### Met1 routing

Supply wires on this layer in grey.
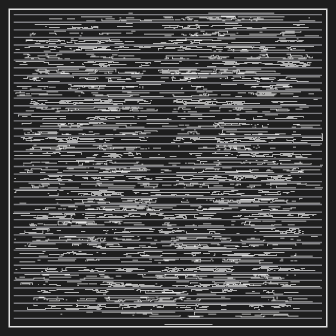
### Metal 2

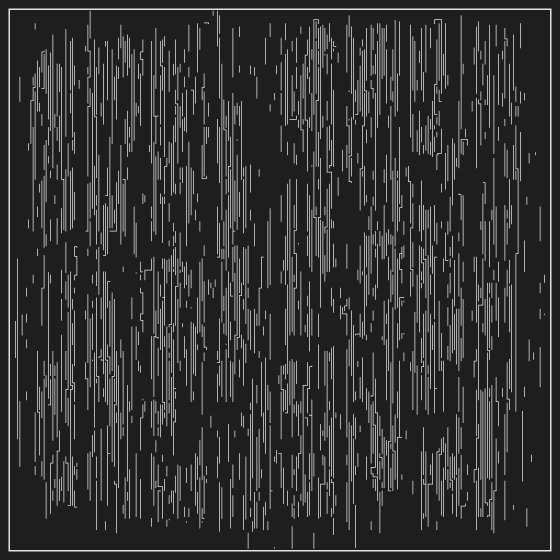
### Metal 3

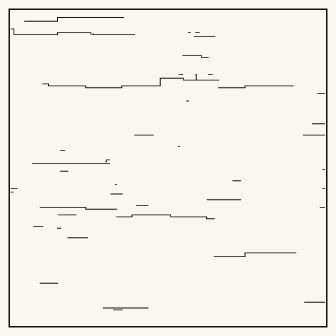
### Met4 routing

Bar = 20 µm. Supply wires on this layer in grey.
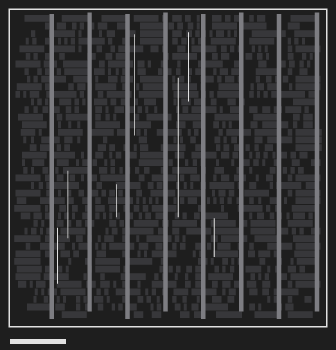
**src/rtl/js_button_debounce.sv**
```systemverilog
// Joystick push-button conditioning: each raw active-low button is brought
// into the vga_clk domain through a two-flop synchronizer, then filtered by
// a small per-channel debounce FSM. Levels for A-D and one-cycle press
// pulses for all five buttons are produced from registers only.
module js_button_debounce #(
  parameter int DEBOUNCE_CYCLES = 250000,
  parameter int CNT_W           = $clog2(DEBOUNCE_CYCLES)
) (
  input  logic       vga_clk,
  input  logic       arst_n,
  input  logic       btn_raw_a,
  input  logic       btn_raw_b,
  input  logic       btn_raw_c,
  input  logic       btn_raw_d,
  input  logic       btn_raw_f,
  output logic       js_button_a,
  output logic       js_button_b,
  output logic       js_button_c,
  output logic       js_button_d,
  output logic       js_button_f_d,
  output logic [4:0] btn_press_p
);

  typedef enum logic [1:0] {
    RELEASED     = 2'd0,
    PRESS_WAIT   = 2'd1,
    PRESSED      = 2'd2,
    RELEASE_WAIT = 2'd3
  } state_t;

  // Last count value of a wait; reaching it with one more agreeing sample
  // accepts the new level (DEBOUNCE_CYCLES+1 identical samples in total).
  localparam logic [CNT_W-1:0] CNT_LAST = CNT_W'(DEBOUNCE_CYCLES - 1);

  // Channel order {f,d,c,b,a} matches the press pulse bus.
  logic [4:0] btn_raw;
  logic [4:0] press_vec;
  logic [3:0] lvl_vec;

  assign btn_raw = {btn_raw_f, btn_raw_d, btn_raw_c, btn_raw_b, btn_raw_a};

  genvar gi;
  generate
    for (gi = 0; gi < 5; gi++) begin : g_chan
      logic             s1_reg;
      logic             s_reg;
      logic             lvl_reg;
      logic             pulse_reg;
      logic [CNT_W-1:0] cnt_reg;
      state_t           state_reg;

      // Two-flop synchronizer; idle (released) value is 1.
      always_ff @(posedge vga_clk or negedge arst_n) begin
        if (!arst_n) begin
          s1_reg <= 1'b1;
          s_reg  <= 1'b1;
        end else begin
          s1_reg <= btn_raw[gi];
          s_reg  <= s1_reg;
        end
      end

      // Debounce FSM: a sample that disagrees with the accepted level starts
      // a wait; a sample that agrees again aborts it back to the stable state.
      always_ff @(posedge vga_clk or negedge arst_n) begin
        if (!arst_n) begin
          state_reg <= RELEASED;
          cnt_reg   <= '0;
          lvl_reg   <= 1'b1;
          pulse_reg <= 1'b0;
        end else begin
          pulse_reg <= 1'b0;
          case (state_reg)
            RELEASED: begin
              if (s_reg != lvl_reg) begin
                state_reg <= PRESS_WAIT;
                cnt_reg   <= '0;
              end
            end
            PRESS_WAIT: begin
              if (s_reg == lvl_reg) begin
                state_reg <= RELEASED;
              end else if (cnt_reg == CNT_LAST) begin
                state_reg <= PRESSED;
                lvl_reg   <= 1'b0;
                pulse_reg <= 1'b1;
              end else begin
                cnt_reg <= cnt_reg + CNT_W'(1);
              end
            end
            PRESSED: begin
              if (s_reg != lvl_reg) begin
                state_reg <= RELEASE_WAIT;
                cnt_reg   <= '0;
              end
            end
            RELEASE_WAIT: begin
              if (s_reg == lvl_reg) begin
                state_reg <= PRESSED;
              end else if (cnt_reg == CNT_LAST) begin
                state_reg <= RELEASED;
                lvl_reg   <= 1'b1;
              end else begin
                cnt_reg <= cnt_reg + CNT_W'(1);
              end
            end
            default: begin
              state_reg <= RELEASED;
            end
          endcase
        end
      end

      assign press_vec[gi] = pulse_reg;

      // Only A-D export their level; F's level stays internal.
      if (gi < 4) begin : g_lvl
        assign lvl_vec[gi] = lvl_reg;
      end
    end
  endgenerate

  assign js_button_a   = lvl_vec[0];
  assign js_button_b   = lvl_vec[1];
  assign js_button_c   = lvl_vec[2];
  assign js_button_d   = lvl_vec[3];
  assign btn_press_p   = press_vec;
  assign js_button_f_d = press_vec[4];

endmodule

```
**config.mk**
```make
export PLATFORM = sky130hd
export DESIGN_NAME = js_button_debounce
export DESIGN_NICKNAME = d
export VERILOG_FILES = /design/src/rtl/js_button_debounce.sv
export SDC_FILE = /design/constraint.sdc
export NUM_CORES = 1
export LEC_CHECK = 0
export CELL_PAD_IN_SITES_DETAIL_PLACEMENT = 1
export CELL_PAD_IN_SITES_GLOBAL_PLACEMENT = 1
export CORE_MARGIN = 1
export CORE_UTILIZATION = 52
export DETAILED_ROUTE_END_ITERATION = 8
export PLACE_DENSITY_LB_ADDON = 0.08
export SYNTH_ARGS = -nofsm -noshare
export SYNTH_HDL_FRONTEND = slang
export SYNTH_SLANG_ARGS = --single-unit
```
**constraint.sdc**
```tcl
create_clock -name vga_clk -period 3.8 [get_ports vga_clk]
set_clock_uncertainty 0.1 [all_clocks]
set_input_delay 0.76 -clock vga_clk [delete_from_list [all_inputs] [get_ports vga_clk]]
set_output_delay 0.76 -clock vga_clk [all_outputs]
set_load 0.02 [all_outputs]
```
==> out/results.txt <==
Outcome - finished, final reports clean
Final setup fails - 0
Mapped Area - 6430 µm²
Max FO, Critical Path - 5
Sum of buffers and inverters on the critical path - 1
Critical path destination - js_button_c
Post-layout util - 0.599
PnR worst setup slack - 1.28 ns
Top-Level Pins - 17
# fillers - 1377
Required time of the critical path - 2.94 ns
Avg WL per Cell - 18.7 µm
Largest net degree at the start of global routing - 95
First-pass GRT wire length - 27200 µm
Total tool warning count - 26
Init Core Util - 0.535
Iteration-0 DRC Markers - 243
Biggest area cells - dfrtp_1 (41%), nand2_1 (6.5%), dfstp_2 (6.1%)
Reg clk slew, reported paths - 0.05 ns
Achievable Freq - 0.397 GHz
Arr. time, crit path - 1.66 ns
RR Startpoint - js_button_a
Element type at the critical path end - output pin
Slew @ Worst Pin - 1.27 ns
Area leader share - 0.409
Placed cell area - 6660 µm²
Chip width - 113 µm
Root buffer cell - clkbuf_16
DRC - 0
Post-DRT Antenna Nets - 0
Hold Vio Cnt, Final - 0
RSZ-0062 raised after global routing - false
R2R Setup Slk - 1.34 ns
Pwr dens - 420 nW/µm²
CP startpoint - js_button_c
Detailed Routing Iterations Pass 1 - 4
Post-synth EDFFs - 0
Final instance area - 7200 µm²
Final Cycle Share - 0.662
Synth top cells by count - nand2_1 (112), dfrtp_1 (105), o21ai_0 (51)
CORE AREA - 12000 µm²
Max_cap viols - 0
HP Class - in -> async
Max VDD drop - 0.294 mV
Vias per std cell - 6.21
Antenna violations before repair - 0
Synth flops - 120
GRT Total Usage - 0.271
Synth-to-layout area growth - 12.0%
Startpoint types - flop
Avg Synthesized Cell Area - 9.21 µm²
Buffers on Ports - 16
Insertion Delay late pin - 0.42 ns
# diodes - 0
Critical path's top delay family - buffers and inverters
Crit path largest cell delay - 0.63 ns
M2 GR Usage - 0.452
Synth unique cells - 69
Layout cells sized above 1 - 0.0917
Post-DP HPWL - 10800 µm
Fin nets - 719
Yosys stat area - 6430 µm²
Async S/R FF share, synth - 1.00
Hold_buf cts - 0
Placed insts - 835
Most Crowded Layer GR - met2
Leak - 3.05 nW
TritonCTS clock tree - done
Chip area - 12800 µm²
CP max stage cell - clkdlybuf4s50_1
Synth warn - 0
Slew HR - 0.150
Num CTS Buffers - 17
Main flop type - dfrtp_1
Power Total - 0.00303 W
Clk buf depth - 2
Vias in the first global route - 5484
Post-place setup slack - 1.32 ns
Synth Net Count - 710
Routability cong. - 0.838
Yosys cell count - 698
Top Layout Cells - nand2_1 (112), dfrtp_1 (105), o21ai_0 (51)
Hold_ws - 0.148 ns
## Picture notes: 'Met1 routing'
The layer holds 46% of the routed length. 667 nets have wire on it. The wires run mostly horizontal. The longest straight run is 31.3 µm. The layer carries 7370 µm of wire.
met1 GRT Util: 0.349
Post-Route WL: 16200 µm

## Picture notes: 'Metal 2'
The layer holds 51% of the routed length. The longest straight run is 37.7 µm.

## Picture notes: 'Metal 3'
29 nets have wire on it. The layer holds 2.7% of the routed length.
met3 GRT Util: 0.0637
DR vias: 5383

## Picture notes: 'Met4 routing'
5 nets have wire on it. The layer carries 179 µm of wire. The wires run mostly vertical. The longest straight run is 49.6 µm.

==> cell families after synthesis <==
logic type / after synthesis / synth area share
compound gates: 143 / 0.141
buf+inv: 48 / 0.0354
fa+ha+maj: 5 / 0.00973
xor+xnor: 21 / 0.0298
mux: 28 / 0.0440
flops: 120 / 0.470
simple gates: 333 / 0.270
==> layer usage <==
metal  wire length (µm)  vias up
li1                   -     2560
met1               7370     2741
met2               8190       66
met3                435       16
met4                178        0
met5                  0        -
==> layout make-up <==
cell class	count	area [µm²]	area share
clock inverter	4	45.0	0.00626
timing repair buffer	19	193	0.0268
sequential	120	3020	0.420
inverter	19	73.8	0.0103
tap	147	184	0.0255
multi-input combinational	530	3190	0.442
clock buffer	28	497	0.0690
==> where the power goes <==
part	total, W	switching, W	internal (W)
clock	0.00149	0.000545	0.000946
sequential	0.00138	0.0000568	0.00132
combinational	0.000156	0.000106	0.0000497
total	0.00303	0.000708	0.00232
==> worst min path at each step <==
stage               slack, ns                    to  cells after the start              from
finish                   0.15  g_chan[2].cnt_reg[0]                      1            arst_n
global route             0.17  g_chan[2].cnt_reg[0]                      1            arst_n
CTS                      0.15  g_chan[2].cnt_reg[0]                      1            arst_n
detailed placement       0.25       g_chan[3].s_reg                      0  g_chan[3].s1_reg
global placement         0.25       g_chan[4].s_reg                      0  g_chan[4].s1_reg
floorplan                0.25       g_chan[0].s_reg                      0  g_chan[0].s1_reg
No activity file was given, so power comes from the tool's default toggle rates.
